==> src/rtl/lock_controller.sv <==
`default_nettype none
// ============================================================================
// Module   : lock_controller
// Brief    : Sequencing FSM for the digital lock: gates keypad digits into the
//            entry shift register, checks the assembled code, drives unlock and
//            alarm, and enforces an attempt limit with timed lockout/relock.
//            Optional feature macro: CODE_PROGRAM_EN (adds set_code input).
// Revision : 1.0 - initial release
// ============================================================================
module lock_controller #(
    parameter int                    CODE_LEN       = 4,
    parameter int                    MAX_ATTEMPTS   = 3,
    parameter int                    UNLOCK_CYCLES  = 500,
    parameter int                    LOCKOUT_CYCLES = 1000,
    parameter logic [CODE_LEN*4-1:0] DEFAULT_CODE   = 16'h1234
) (
    input  logic                              clk,
    input  logic                              rst_n,
    input  logic                              key_valid,
    input  logic [3:0]                        key_digit,
    input  logic                              submit,
    input  logic                              lock_req,
`ifdef CODE_PROGRAM_EN
    input  logic                              set_code,
`endif
    input  logic [CODE_LEN*4-1:0]             entered_code,
    input  logic                              full,
    output logic                              digit_valid,
    output logic [3:0]                        digit_out,
    output logic                              entry_clr,
    output logic                              unlocked,
    output logic                              alarm,
    output logic [$clog2(MAX_ATTEMPTS+1)-1:0] attempts_left,
    output logic                              busy
);

    localparam int CW   = CODE_LEN * 4;
    localparam int AW   = $clog2(MAX_ATTEMPTS + 1);
    localparam int TMAX = (UNLOCK_CYCLES > LOCKOUT_CYCLES) ? UNLOCK_CYCLES : LOCKOUT_CYCLES;
    localparam int TW   = $clog2(TMAX + 1);

    localparam logic [TW-1:0] C_UNLOCK_LOAD  = TW'(UNLOCK_CYCLES - 1);
    localparam logic [TW-1:0] C_LOCKOUT_LOAD = TW'(LOCKOUT_CYCLES - 1);
    localparam logic [AW-1:0] C_ATTEMPTS_MAX = AW'(MAX_ATTEMPTS);

    localparam logic [2:0] C_S_IDLE     = 3'd0;
    localparam logic [2:0] C_S_ENTRY    = 3'd1;
    localparam logic [2:0] C_S_CHECK    = 3'd2;
    localparam logic [2:0] C_S_FAIL     = 3'd3;
    localparam logic [2:0] C_S_UNLOCKED = 3'd4;
    localparam logic [2:0] C_S_LOCKOUT  = 3'd5;

    logic [2:0]    r_state;
    logic [2:0]    w_state_nxt;
    logic [TW-1:0] r_timer;
    logic [TW-1:0] w_timer_nxt;
    logic [AW-1:0] w_attempts_nxt;
    logic [AW-1:0] w_attempts_dec;
    logic          w_gate_state;
    logic          w_accept;
    logic          w_match;
    logic          w_clr_nxt;
    logic [CW-1:0] w_stored_code;

`ifdef CODE_PROGRAM_EN
    logic [CW-1:0] r_stored_code;
    logic          w_load_code;

    always_ff @(posedge clk or negedge rst_n) begin
        if (!rst_n) begin
            r_stored_code <= DEFAULT_CODE;
        end else if (w_load_code) begin
            r_stored_code <= entered_code;
        end
    end

    assign w_stored_code = r_stored_code;
    // New code digits are typed while open, so the digit gate also opens in UNLOCKED.
    assign w_gate_state  = (r_state == C_S_IDLE) || (r_state == C_S_ENTRY) ||
                           (r_state == C_S_UNLOCKED);
`else
    assign w_stored_code = DEFAULT_CODE;
    assign w_gate_state  = (r_state == C_S_IDLE) || (r_state == C_S_ENTRY);
`endif

    assign w_accept       = key_valid & ~submit & ~full & w_gate_state;
    assign w_match        = full && (entered_code == w_stored_code);
    assign w_attempts_dec = (attempts_left != '0) ? (attempts_left - AW'(1)) : '0;

    always_comb begin
        w_state_nxt    = r_state;
        w_timer_nxt    = r_timer;
        w_attempts_nxt = attempts_left;
        w_clr_nxt      = 1'b0;
`ifdef CODE_PROGRAM_EN
        w_load_code    = 1'b0;
`endif
        case (r_state)
            C_S_IDLE: begin
                if (w_accept) begin
                    w_state_nxt = C_S_ENTRY;
                end
            end
            C_S_ENTRY: begin
                if (submit) begin
                    w_state_nxt = C_S_CHECK;
                end
            end
            C_S_CHECK: begin
                w_clr_nxt = 1'b1;
                if (w_match) begin
                    w_state_nxt    = C_S_UNLOCKED;
                    w_timer_nxt    = C_UNLOCK_LOAD;
                    w_attempts_nxt = C_ATTEMPTS_MAX;
                end else begin
                    w_attempts_nxt = w_attempts_dec;
                    if (w_attempts_dec == '0) begin
                        w_state_nxt = C_S_LOCKOUT;
                        w_timer_nxt = C_LOCKOUT_LOAD;
                    end else begin
                        w_state_nxt = C_S_FAIL;
                    end
                end
            end
            C_S_FAIL: begin
                w_state_nxt = C_S_IDLE;
            end
            C_S_UNLOCKED: begin
                // An explicit relock wins over reprogramming and over expiry.
                if (lock_req) begin
                    w_state_nxt = C_S_IDLE;
                    w_timer_nxt = '0;
`ifdef CODE_PROGRAM_EN
                end else if (set_code && full) begin
                    w_load_code = 1'b1;
                    w_clr_nxt   = 1'b1;
                    w_timer_nxt = C_UNLOCK_LOAD;
`endif
                end else if (r_timer == '0) begin
                    w_state_nxt = C_S_IDLE;
                end else begin
                    w_timer_nxt = r_timer - TW'(1);
                end
            end
            C_S_LOCKOUT: begin
                if (r_timer == '0) begin
                    w_state_nxt    = C_S_IDLE;
                    w_attempts_nxt = C_ATTEMPTS_MAX;
                end else begin
                    w_timer_nxt = r_timer - TW'(1);
                end
            end
            default: begin
                w_state_nxt = C_S_IDLE;
                w_timer_nxt = '0;
            end
        endcase
    end

    always_ff @(posedge clk or negedge rst_n) begin
        if (!rst_n) begin
            r_state       <= C_S_IDLE;
            r_timer       <= '0;
            attempts_left <= C_ATTEMPTS_MAX;
            digit_valid   <= 1'b0;
            digit_out     <= 4'd0;
            entry_clr     <= 1'b0;
            unlocked      <= 1'b0;
            alarm         <= 1'b0;
            busy          <= 1'b0;
        end else begin
            r_state       <= w_state_nxt;
            r_timer       <= w_timer_nxt;
            attempts_left <= w_attempts_nxt;
            digit_valid   <= w_accept;
            if (w_accept) begin
                digit_out <= key_digit;
            end
            entry_clr     <= w_clr_nxt;
            unlocked      <= (w_state_nxt == C_S_UNLOCKED);
            alarm         <= (w_state_nxt == C_S_LOCKOUT);
            busy          <= (w_state_nxt == C_S_CHECK)    || (w_state_nxt == C_S_FAIL) ||
                             (w_state_nxt == C_S_UNLOCKED) || (w_state_nxt == C_S_LOCKOUT);
        end
    end

endmodule
`default_nettype wire
==> config.mk <==
export PLATFORM = sky130hd
export DESIGN_NAME = lock_controller
export DESIGN_NICKNAME = d
export VERILOG_FILES = /design/src/rtl/lock_controller.sv
export SDC_FILE = /design/constraint.sdc
export NUM_CORES = 1
export LEC_CHECK = 0
export CAP_MARGIN = 20
export CORE_MARGIN = 10
export CORE_UTILIZATION = 50
export CTS_CLUSTER_DIAMETER = 50
export DETAILED_ROUTE_END_ITERATION = 6
export PLACE_DENSITY = 0.92
export SYNTH_ARGS = -nofsm -noshare
export SYNTH_HDL_FRONTEND = slang
export SYNTH_SLANG_ARGS = --single-unit
==> constraint.sdc <==
create_clock -name clk -period 4.41 [get_ports clk]
set_clock_uncertainty 0.05 [all_clocks]
set_input_delay 1.1025 -clock clk [delete_from_list [all_inputs] [get_ports clk]]
set_output_delay 1.1025 -clock clk [all_outputs]
set_load 0.02 [all_outputs]
==> results.yml, run 1 <==
# yosys + openroad results
run_status:
  status: "completed"
pwr:
  power_mw: 1.15
  pwr-share-comb: 0.525
  intPower_mw: 0.638
  largestPowerGroup: "combinational cells"
  pg_comb_mw: 0.602
  ir_worst_vdd_mv: 0.413
layout:
  design_area_um2: 1760
  drive_above_1_share: 0.0591
  clock_buffers: 3
  final-clk-cell-share: 0.0299
  sh_seq_area: 0.343
  regMostFlops: "r_timer"
  nFillCells: 202
  reg_top3: "r_timer x10, digit_out x4, r_state x3"
  syn2layout_area_growth_pct: 35.1
final_timing:
  fmax_mhz: 366
  hold_violations: 0
  timing.final.max_slew_violations: 0
  worst_slack_ns: 1.68
min_path:
  hold_end: "digit_out[0]"
  hold_depth: 2
clock_network:
  htreeDepth: 1
  cts_hold_buf: 0
  cts_root_buf: "clkbuf_4"
  clk_latency_ns: 0.32
synth:
  logic_family: "simple AND/OR/NAND/NOR gates"
  aoi_share: 0.223
  avgSynthCellArea_um2: 8.78
  postSynthSeqShare: 0.464
  simple_gate_share: 0.255
  common_cells: "dfrtp_1, nand2_1, a21oi_1, nor2_1, o21ai_1"
  ys_sh_adder: 0.00962
  syn_nets: 175
  yosysUniqueCellTypes: 36
  yosys-stat-cells: 148
  mux_share: 0
  edf_count: 0
  most_common_cell: "dfrtp_1"
  synthXorXnorAreaFrac: 0
  top_area_frac: 0.423
  ys_warn_count: 0
placement:
  dpl.hpwl_mm: 2.95
  place_area_um2: 1680
  place_ws_ns: 1.36
critical_path:
  r2r_slack_ns: 2.18
  arrival_ns: 2.89
  endpoint: "r_timer[2]"
  cp.required_ns: 4.57
  rr_startpoint: "r_timer[0]"
detailed_routing:
  postRouteAntennaNets: 0
  routed_wl_mm: 3.80
  firstDrtPassIters: 4
  drc: 0
  routedWlPerCell_um: 17.6
floorplan:
  rows: 18
  chip_area_um2: 5040
  io_pins: 37
global_routing:
  grt_overflow: 0
  grt_first_pass_wirelength_mm: 6.20
[run 1: kinds of logic (layout without fill, tap and decap cells)]
logic type / Yosys count / in the layout
AND-OR/OR-AND: 49 / 49
adder cells (fa/ha/maj): 1 / 1
buffers and inverters: 13 / 51
flip-flops: 24 / 24
AND/OR/NAND/NOR: 61 / 61
[run 1: layer usage]
metal	vias up	GRT usage	share of wire
met5	-	0	0
met4	0	0.0387	0.012
met3	6	0.0237	0.064
met2	58	0.279	0.54
met1	602	0.160	0.38
li1	607	-	-
[run 1: worst max-delay path, stage by stage]
cell and delay [ns]:
clkdlybuf4s50_1 0.43, nand4bb_1 0.22, or3_1 0.37, o31a_1 0.45, o21ai_1 0.20, o211ai_1 0.11
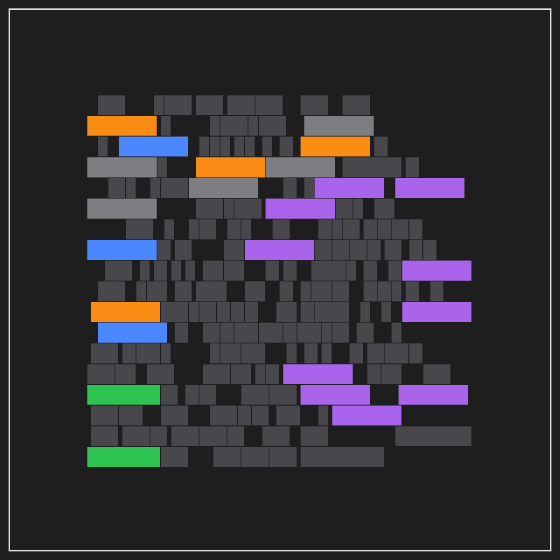
Figure 1: run 1, register map, names as in the netlist.
Other sequential cells in the stronger grey, the rest of the logic in the fainter grey.
legend:
  green:
    name_in_the_netlist: attempts_left
    flops: 2
  purple:
    name_in_the_netlist: r_timer
    flops: 10
  orange:
    name_in_the_netlist: digit_out
    flops: 4
  blue:
    name_in_the_netlist: r_state
    flops: 3
not coloured: 5

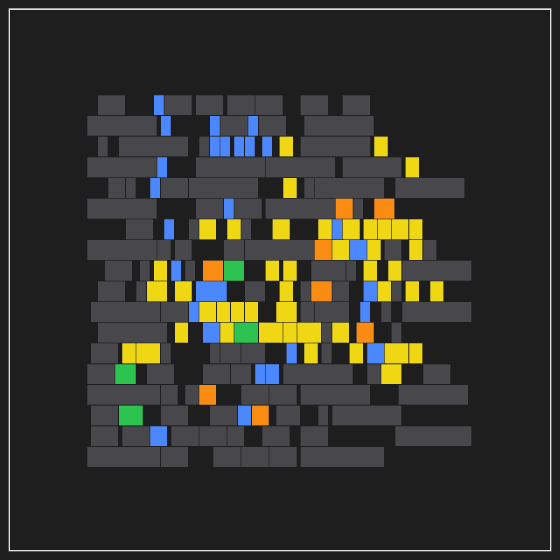
Figure 2: run 1, logic cells by family.
legend:
  yellow:
    family: inverting AOI/OAI gates
    cells: 45
    most_used: a21oi_1
  blue:
    family: NAND gates
    cells: 27
    most_used: nand2_1
  green:
    family: AND-OR and OR-AND gates
    cells: 4
  orange:
    family: AND and OR gates
    cells: 8
    where: centre
fin cells: 216
dominant logic cell type in the layout: clkdlybuf4s50_1
combinational share of cell area: 0.361

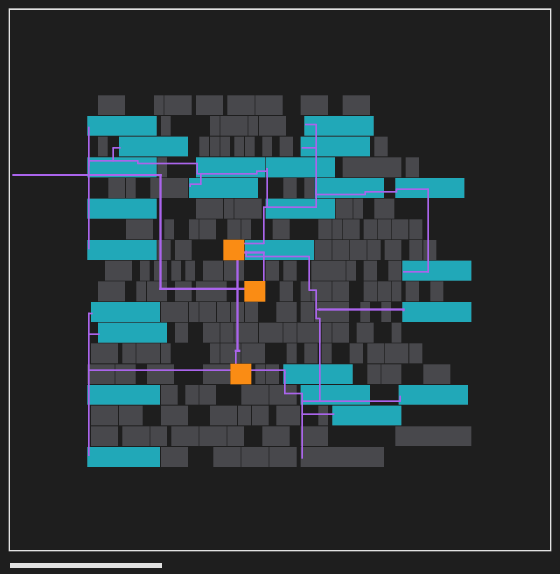
Figure 3: run 1, routed clock nets over the placement.
The bar under the picture is 20 um long.
legend:
  cyan:
    item: flip-flops
    count: 24
  orange:
    item: clock drivers
    count: 3
  purple:
    item: clock wires
    length: 305 um
routed clock nets: 4

==> inputs of run 2 (changes only) <==
--- a/config.mk
+++ b/config.mk
@@ -7,10 +7,10 @@
 export LEC_CHECK = 0
 export CAP_MARGIN = 20
 export CORE_MARGIN = 10
-export CORE_UTILIZATION = 50
+export CORE_UTILIZATION = 47
 export CTS_CLUSTER_DIAMETER = 50
 export DETAILED_ROUTE_END_ITERATION = 6
-export PLACE_DENSITY = 0.92
+export PLACE_DENSITY = 0.88
 export SYNTH_ARGS = -nofsm -noshare
 export SYNTH_HDL_FRONTEND = slang
 export SYNTH_SLANG_ARGS = --single-unit
==> constraint.sdc (replaced) <==
create_clock -name clk -period 2.8 [get_ports clk]
set_clock_uncertainty 0.05 [all_clocks]
set_input_delay 0.7 -clock clk [delete_from_list [all_inputs] [get_ports clk]]
set_output_delay 0.7 -clock clk [all_outputs]
set_load 0.02 [all_outputs]
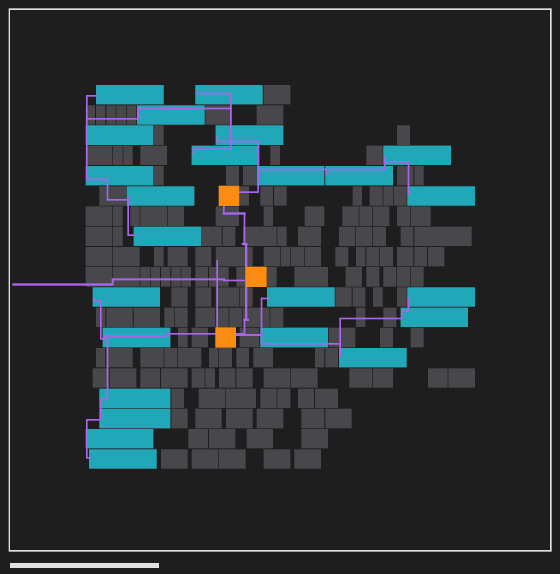
Figure 4: run 2, routed clock nets over the placement.
The bar under the picture is 20 um long.
legend:
  orange:
    item: clock drivers
    count: 3
  cyan:
    item: flip-flops
    count: 24
  purple:
    item: clock wires
    length: 265 um
routed clock nets: 4

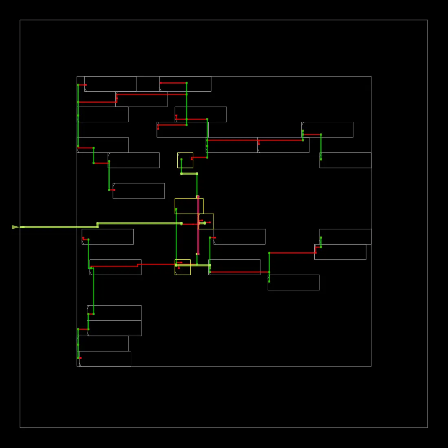
Figure 5: run 2, clock routing.
Flops: 24
CTS Buf Count: 3
Clock buffer cells: 4
clock network power: 0.184 mW
clk ins delay skew pair: 0.32 ns

==> results.yml, run 2 <==
# yosys + openroad results
detailed_routing:
  met3_length_um: 165
  routedWlPerCell_um: 16.2
  wl_met2_mm: 1.90
  wl_met1_mm: 1.43
  route.top_layer_used: "met4"
  drc: 0
  postRouteAntennaNets: 0
  firstDrtPassIters: 5
layout:
  syn2layout_area_growth_pct: 33.6
  nFillCells: 229
  regMostFlops: "r_timer"
  drive_above_1_share: 0.0691
  sh_comb_area: 0.365
  final-clk-cell-share: 0.0209
  sh_seq_area: 0.347
  reg_top3: "r_timer x10, digit_out x4, r_state x3"
  largest_reg_flops: 10
  design_area_um2: 1740
job:
  cap_violations: 0
synth:
  mux_share: 0
  most_common_cell: "dfrtp_1"
  top_area_frac: 0.423
  edf_count: 0
  common_cells: "dfrtp_1, nand2_1, a21oi_1, nor2_1, o21ai_1"
  aoi_share: 0.223
  avgSynthCellArea_um2: 8.78
  ys_warn_count: 0
  logic_family: "simple AND/OR/NAND/NOR gates"
  yosys-stat-cells: 148
  simple_gate_share: 0.255
  postSynthSeqShare: 0.464
  synthXorXnorAreaFrac: 0
  yosysUniqueCellTypes: 36
  ys_sh_adder: 0.00962
pwr:
  power_mw: 1.72
  largestPowerGroup: "combinational cells"
  intPower_mw: 0.946
  pg_comb_mw: 0.938
  pwr-share-comb: 0.545
critical_path:
  cp_cell_sequence: "clkdlybuf4s50_1"
  max_stage_delay_ns: 0.63
  slowest_stage: "clkdlybuf4s50_1"
  cp.required_ns: 2.05
  arrival_ns: 1.56
  rr_startpoint: "r_timer[0]"
  cp_num_buf_inv: 1
  cpLargestDelayFamily: "buffers and inverters"
final_timing:
  fmax_mhz: 434
  hold_violations: 0
placement:
  dpl.hpwl_mm: 2.84
  place_area_um2: 1700
clock_network:
  cts_root_buf: "clkbuf_4"
  htreeDepth: 1
  cts_hold_buf: 0
floorplan:
  rows: 19
  chip_area_um2: 5270
global_routing:
  grtUsageMet1: 0.154
  globalRouteMet3Util: 0.0299
  grt_first_pass_wirelength_mm: 6.04
  grtUsageMet2: 0.250
  grt_overflow: 0
run_status:
  status: "completed"
run 2: cell counts after synthesis:
No cell type changed its count.
run 2: worst paths after layout:
path / end / slack (ns) / cells after the start
min in group asynchronous: r_timer[7] / 0.67 / 2
hold reg to reg: digit_out[3] / 0.47 / 2
hold / removal: digit_out[3] / 0.47 / 2
setup reg to reg: unlocked / 0.62 / 7
setup / recovery: attempts_left[1] / 0.49 / 1
max in group asynchronous: attempts_left[0] / 1.74 / 2
run 2: through the flow:
step	utilization	hold WS (ns)	setup WS (ns)
2_1_floorplan	-	0.354	0.769
3_3_place_gp	0.627	0.413	0.282
5_1_grt	0.641	0.495	0.372
3_5_place_dp	0.627	0.432	0.216
4_1_cts	0.641	0.466	0.488
6_report	0.641	0.466	0.494
Power and IR drop assume default switching activity.
